### src/rtl/tree_vote_scheduler.sv
// rtl/tree_vote_scheduler.sv - sequences one feature vector through a tree bank and votes
//
// Purpose: captures a feature vector, steps the shared tree-select mux through
// every tree index (waiting SETTLE cycles for the combinational trees to settle
// before each sample), accumulates one-vs-rest votes per class and presents the
// argmax class over a valid/ready handshake.
//
// Ports:
//   clk, rst            clock (rising edge), asynchronous active-high reset
//   in_valid/in_ready   feature vector handshake, in_feat = vector
//   flush               synchronous abort back to IDLE
//   feat_o              registered feature bus to the tree bank
//   tree_sel_o          tree index driven into the bank mux
//   hit_i               tree outputs for the selected index, bit k = class k
//   out_valid/out_ready result handshake
//   class_o, votes_o    winning class and its vote count
//   no_vote_o           every class received zero votes
//   busy                block is not in IDLE
module tree_vote_scheduler #(
  parameter int N_FEAT  = 51,
  parameter int N_CLASS = 7,
  parameter int N_TREE  = 3,
  parameter int SETTLE  = 2,
  localparam int TSW    = (N_TREE > 1) ? $clog2(N_TREE) : 1,
  localparam int CW     = (N_CLASS > 1) ? $clog2(N_CLASS) : 1,
  localparam int VW     = $clog2(N_TREE + 1)
) (
  input  logic              clk,
  input  logic              rst,
  input  logic              in_valid,
  output logic              in_ready,
  input  logic [N_FEAT-1:0] in_feat,
  input  logic              flush,
  output logic [N_FEAT-1:0] feat_o,
  output logic [TSW-1:0]    tree_sel_o,
  input  logic [N_CLASS-1:0] hit_i,
  output logic              out_valid,
  input  logic              out_ready,
  output logic [CW-1:0]     class_o,
  output logic [VW-1:0]     votes_o,
  output logic              no_vote_o,
  output logic              busy
);

  typedef enum logic [2:0] {
    S_IDLE   = 3'd0,
    S_WAIT   = 3'd1,
    S_SAMPLE = 3'd2,
    S_DECIDE = 3'd3,
    S_OUT    = 3'd4
  } state_t;

  localparam logic [3:0]     SETTLE_LAST = 4'(SETTLE - 1);
  localparam logic [TSW-1:0] TREE_LAST   = TSW'(N_TREE - 1);

  state_t                     state_q, state_d;
  logic [3:0]                 wait_cnt_q;
  logic [TSW-1:0]             tree_sel_q;
  logic [N_FEAT-1:0]          feat_q;
  logic [N_CLASS-1:0][VW-1:0] vote_q;
  logic [CW-1:0]              class_q;
  logic [VW-1:0]              votes_q;
  logic                       no_vote_q;

  logic [CW-1:0]              best_cls;
  logic [VW-1:0]              best_v;

  // With SETTLE=0 there is no wait phase: a tree index is sampled on the
  // first cycle it is selected.
  always_comb begin
    state_d = state_q;
    unique case (state_q)
      S_IDLE:   if (in_valid) state_d = (SETTLE == 0) ? S_SAMPLE : S_WAIT;
      S_WAIT:   if (wait_cnt_q == SETTLE_LAST) state_d = S_SAMPLE;
      S_SAMPLE: begin
        if (tree_sel_q == TREE_LAST) state_d = S_DECIDE;
        else                         state_d = (SETTLE == 0) ? S_SAMPLE : S_WAIT;
      end
      S_DECIDE: state_d = S_OUT;
      S_OUT:    if (out_ready) state_d = S_IDLE;
      default:  state_d = S_IDLE;
    endcase
    if (flush) state_d = S_IDLE;
  end

  always_ff @(posedge clk or posedge rst) begin
    if (rst) state_q <= S_IDLE;
    else     state_q <= state_d;
  end

  // Argmax with strict '>' so ties keep the lowest class index, and an
  // all-zero vote vector naturally yields class 0.
  always_comb begin
    best_cls = '0;
    best_v   = vote_q[0];
    for (int k = 1; k < N_CLASS; k++) begin
      if (vote_q[k] > best_v) begin
        best_v   = vote_q[k];
        best_cls = CW'(k);
      end
    end
  end

  always_ff @(posedge clk or posedge rst) begin
    if (rst) begin
      wait_cnt_q <= '0;
      tree_sel_q <= '0;
      feat_q     <= '0;
      vote_q     <= '0;
      class_q    <= '0;
      votes_q    <= '0;
      no_vote_q  <= 1'b0;
    end else if (flush) begin
      // Result registers deliberately keep their last values on abort.
      wait_cnt_q <= '0;
      tree_sel_q <= '0;
      vote_q     <= '0;
    end else begin
      unique case (state_q)
        S_IDLE: begin
          if (in_valid) begin
            feat_q     <= in_feat;
            tree_sel_q <= '0;
            wait_cnt_q <= '0;
            vote_q     <= '0;
          end
        end
        S_WAIT: wait_cnt_q <= wait_cnt_q + 4'd1;
        S_SAMPLE: begin
          for (int k = 0; k < N_CLASS; k++) begin
            vote_q[k] <= vote_q[k] + VW'(hit_i[k]);
          end
          if (tree_sel_q != TREE_LAST) begin
            tree_sel_q <= tree_sel_q + TSW'(1);
            wait_cnt_q <= '0;
          end
        end
        S_DECIDE: begin
          class_q   <= best_cls;
          votes_q   <= best_v;
          no_vote_q <= (best_v == '0);
        end
        S_OUT: if (out_ready) tree_sel_q <= '0;
        default: ;
      endcase
    end
  end

  assign in_ready   = (state_q == S_IDLE);
  assign out_valid  = (state_q == S_OUT);
  assign busy       = (state_q != S_IDLE);
  assign feat_o     = feat_q;
  assign tree_sel_o = tree_sel_q;
  assign class_o    = class_q;
  assign votes_o    = votes_q;
  assign no_vote_o  = no_vote_q;

endmodule

### config.mk
export PLATFORM = sky130hd
export DESIGN_NAME = tree_vote_scheduler
export DESIGN_NICKNAME = d
export VERILOG_FILES = /design/src/rtl/tree_vote_scheduler.sv
export SDC_FILE = /design/constraint.sdc
export NUM_CORES = 1
export LEC_CHECK = 0
export ABC_CLOCK_PERIOD_IN_PS = 8850
export CAP_MARGIN = 30
export CORE_MARGIN = 2
export CORE_UTILIZATION = 50
export DETAILED_ROUTE_END_ITERATION = 10
export PLACE_DENSITY_LB_ADDON = 0.1
export REMOVE_ABC_BUFFERS = 1
export SETUP_SLACK_MARGIN = 0.15
export SKIP_LAST_GASP = 1
export SYNTH_ARGS = -nofsm -noshare
export SYNTH_HDL_FRONTEND = slang
export SYNTH_SLANG_ARGS = --single-unit
### constraint.sdc
create_clock -name clk -period 8.85 [get_ports clk]
set_input_delay 1.77 -clock clk [delete_from_list [all_inputs] [get_ports clk]]
set_output_delay 1.77 -clock clk [all_outputs]
set_load 0.1 [all_outputs]
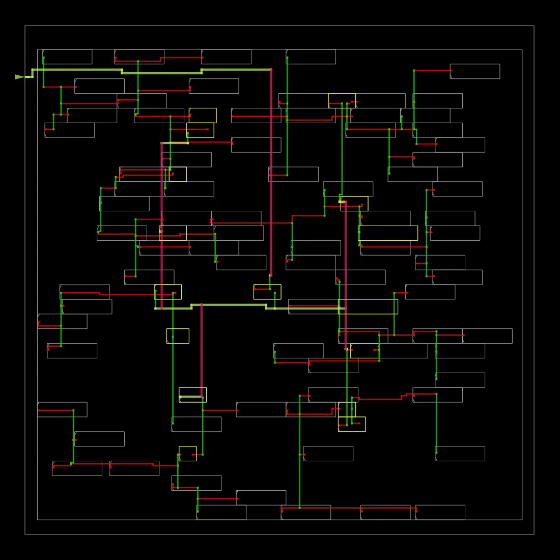
Fig. 1. Clock routing.
clk latency late pin: 350 ps
flop count: 80
Clock Sinks: 80
clock skew: 10.1 ps
Clock Power: 0.315 mW

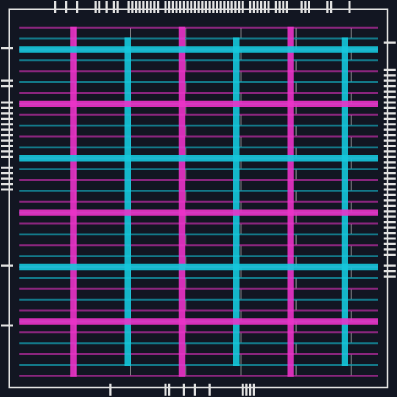
Fig. 2. Floorplan with the power grid.
Scale: 4 px per micron. Pins as bars on the die edge. Tap cells in gray.
Key: magenta = VSS; cyan = VDD
125 signal pins sit on the boundary. 33 met1 rails follow the rows.
chip height: 94.2 microns
CORE AREA: 0.00781 sq mm
chip width: 94.2 microns
Peak VDD IR: 247 uV

==> flow_summary.ini <==
; implementation run metrics
[floorplanning]
ios = 125
rows = 32
die_area_sq_mm = 0.00887

[flow_run]
maxCapViolations = 0
warning_count = 32

[critical_path]
cpMaxStageDelayCell = dfrtp_1
max_stage_delay_ps = 420
r2r_cells = 30
r2r_start = vote_q[2]
start_kind = register
cp_max_fo = 5
worst-setup-path-type = register to register
end_kind = register
r2r_slack_ps = 3520
path_common_cell = ha_1
cp_data_arrival_time_ps = 5580
required_ps = 9100
reg2reg_to = votes_o[0]

[pwr]
power_leader = combinational cells
p_leak_nw = 2.63
combinationalPowerShare_pct = 58.6
power.internal_mw = 0.959
finalPower_mw = 2.01
p_seq_share_pct = 25.8
netSwitchingFraction_pct = 52.4
powerDensity_mw_per_mm2 = 357
switchingPower_mw = 1.05
comb_power_mw = 1.18
p_clk_share_pct = 15.6

[routing]
vias = 2894
first_pass_iters = 4
wl_per_cell_microns = 15.7
drtAntennaViolNets = 0
drc_errors = 0
vias_per_cell = 5.15
wl_microns = 8810
first_iter_violations = 99

[sta]
final_max_slew_viol_count = 0
setup_tns_ps = 0
rsz0062_at_grt = false
tightest_slew_ps = 1030
finalCriticalPeriod_ps = 5330
fmax_ghz = 0.188
fin_hold_ws_ps = 479
hold_violations = 0
min_period_over_period_pct = 60.2
slew_headroom_pct = 31.0
setup_viol = 0

[synth]
ys_ff = 80
yosys.area.top_type_share_pct = 49.2
yosys.cell_types.count = 40
syn_inst = 329
synth.avg_cell_area_sq_um = 12.4
syn_area_sq_mm = 0.00407
ys_chip_area_sq_mm = 0.00407
yosys-top-cells-area = dfrtp_1, mux2_4, ha_1
yosys_warnings = 0
top_area_cell = dfrtp_1
yosys_cells = 329
synth-seq-area-share_pct = 49.2

[run_status]
status = finished, final reports clean

[placed_design]
place.gp.congestion = 0.841
portBuffers = 124
dpl.hpwl_microns = 6450
dp_cells = 546

[cells_and_area]
stdcell_count = 562
drive_gt1_share_pct = 17.0
layout.nets = 546
syn_to_final_growth_pct = 38.9
antenna_cells = 0

[clock_network]
cts-root-buf = clkbuf_8
ctsResizeCount = 0
htree_num_levels = 3
numCtsBuffers = 9
cts_tree = built
cts_hold_buf = 0
ctsLongestPathBuffers = 2
post_cts_buffers = 0
path_clk_slew_ps = 80

[worst_hold_path]
min_path_type = register to register
min_to = vote_q[1]
min_from = vote_q[1]
holdPathStages = 1

[global_routing]
antenna_found_initial = 0
grt_max_degree = 69
grt_first_pass_wirelength_microns = 14200
grt.total_usage_pct = 20.8
gr-total-overflow = 0
first_global_vias = 2817
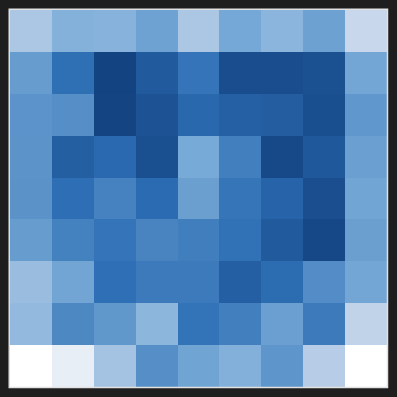
Fig. 3. Local utilization.
Scale: 4 px per micron. The die is cut into 9 by 9 equal tiles; white is low, dark blue is high, 0 to 100% covered.
The mean over all tiles is 62%. The fullest tile reaches 92%. 30% of the tiles are over 75% full.
fp_density: 52.1%
Core Util, Final: 72.3%

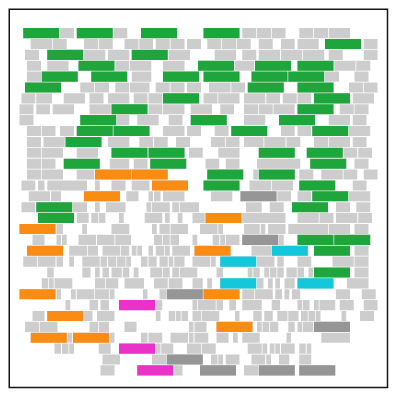
Fig. 4. Sequential cells grouped by signal name.
Scale: 4 px per micron. Other sequential cells in the stronger gray, the rest of the logic in the fainter gray.
Key: orange = vote_q [placed flops 14]; magenta = class_o [placed flops 3]; green = feat_o [placed flops 51]; cyan = wait_cnt_q [placed flops 4]
Seq power: 0.519 mW
sequential cell area: 0.00200 sq mm
Seq area share: 35.4%

area by class of cell:
cell class / instances / area, sq um
Inverter: 18 / 68.8
Timing Repair Buffer: 127 / 1300
Clock buffer: 10 / 138
Tap cell: 102 / 128
Clock inverter: 6 / 97.6
Fill cell: 563 / 2160
Sequential cell: 80 / 2000
Multi-Input combinational cell: 219 / 1910
flip-flops by register name, indices dropped and copies added, names as in the netlist:
register and flops:
vote_q 14, state_q 3, feat_o 51, wait_cnt_q 4, votes_o 2, class_o 3
no_vote_o 1, tree_sel_o 2
critical path: cells and delay by family, from the launching register on:
| family | cells | cell delay, ps |
|---|---|---|
| compound gates | 11 | 2060 |
| simple gates | 11 | 1170 |
| buf+inv | 2 | 100 |
| flops | 1 | 420 |
| fa+ha+maj | 6 | 1460 |
layer usage:
layer  vias to the layer above  GRT usage (%)  wire length [microns]
met5                         -              0                      0
met4                         0           8.94                    146
met3                        12           3.85                    481
met2                        89           33.2                   4330
met1                      1387           27.6                   3860
li1                       1406              -                      -
layout by cell type (no fill, tap or decap), types with 2 or more instances in the layout:
master,n
inv_1,16
o21ai_1,6
bufinv_16,2
nand2b_1,6
nand2_1,21
dfrtp_1,80
and3_1,2
nor3_1,3
o21bai_1,5
nand3_1,8
and2_1,6
o21ai_0,17
mux2_2,3
a21oi_1,6
ha_1,28
a22oi_1,2
inv_6,2
nor2b_1,4
clkbuf_8,10
a22o_1,8
buf_16,2
nor2_1,26
mux2_4,50
o211ai_1,2
clkdlybuf4s50_1,124
kinds of logic after synthesis:
family | Yosys count | synth area share [%]
muxes | 54 | 19.5
adders and majority gates | 28 | 8.62
DFF | 80 | 49.2
and+or+nand+nor | 79 | 9.42
AOI/OAI and AO/OA | 58 | 9.42
buffers and inverters | 30 | 3.78
metrics by stage:
| step | util [%] | setup WS [ps] | instance area, sq um |
|---|---|---|---|
| floorplan | - | 4060 | 3980 |
| detailed placement | 69.3 | 3550 | 5410 |
| global placement | 68.6 | 3820 | 5360 |
| finish | 72.3 | 3520 | 5650 |
| global route | 72.3 | 3080 | 5650 |
| CTS | 72.3 | 3530 | 5650 |
cells in the mapped netlist:
master     number
inv_2           1
nand3b_4        1
o21ai_1         6
o22ai_1         1
a22o_1          8
a31oi_1         1
a32o_1          1
and2_1          6
nor2b_1         4
and3_1          2
nand2_1        21
a32oi_1         1
mux2i_1         1
a21bo_2         1
buf_6           5
o211ai_1        2
o21ba_2         1
nor2_1         26
a21o_1          1
mux2_2          3
nand2b_1        6
inv_1          17
clkbuf_1        4
dfrtp_1        80
o2111ai_1       1
a21oi_1         6
nand3_1         8
mux2_4         50
ha_1           28
buf_2           3
o21ai_0        17
o311ai_1        1
a22oi_1         2
o21bai_1        5
nor3_1          3
o41ai_1         1
or3_4           1
nor3b_1         1
o21a_1          1
o31ai_1         1
worst max path at each step:
stage          startpoint          to  slack [ps]
4_1_cts         vote_q[2]  votes_o[0]        3530
6_report        vote_q[2]  votes_o[0]        3520
3_5_place_dp    vote_q[2]  votes_o[0]        3550
5_1_grt         vote_q[2]  votes_o[0]        3080
3_3_place_gp    vote_q[0]  votes_o[0]        3820
2_1_floorplan   vote_q[0]  votes_o[0]        4060
No activity file was given, so power comes from the tool's default toggle rates.
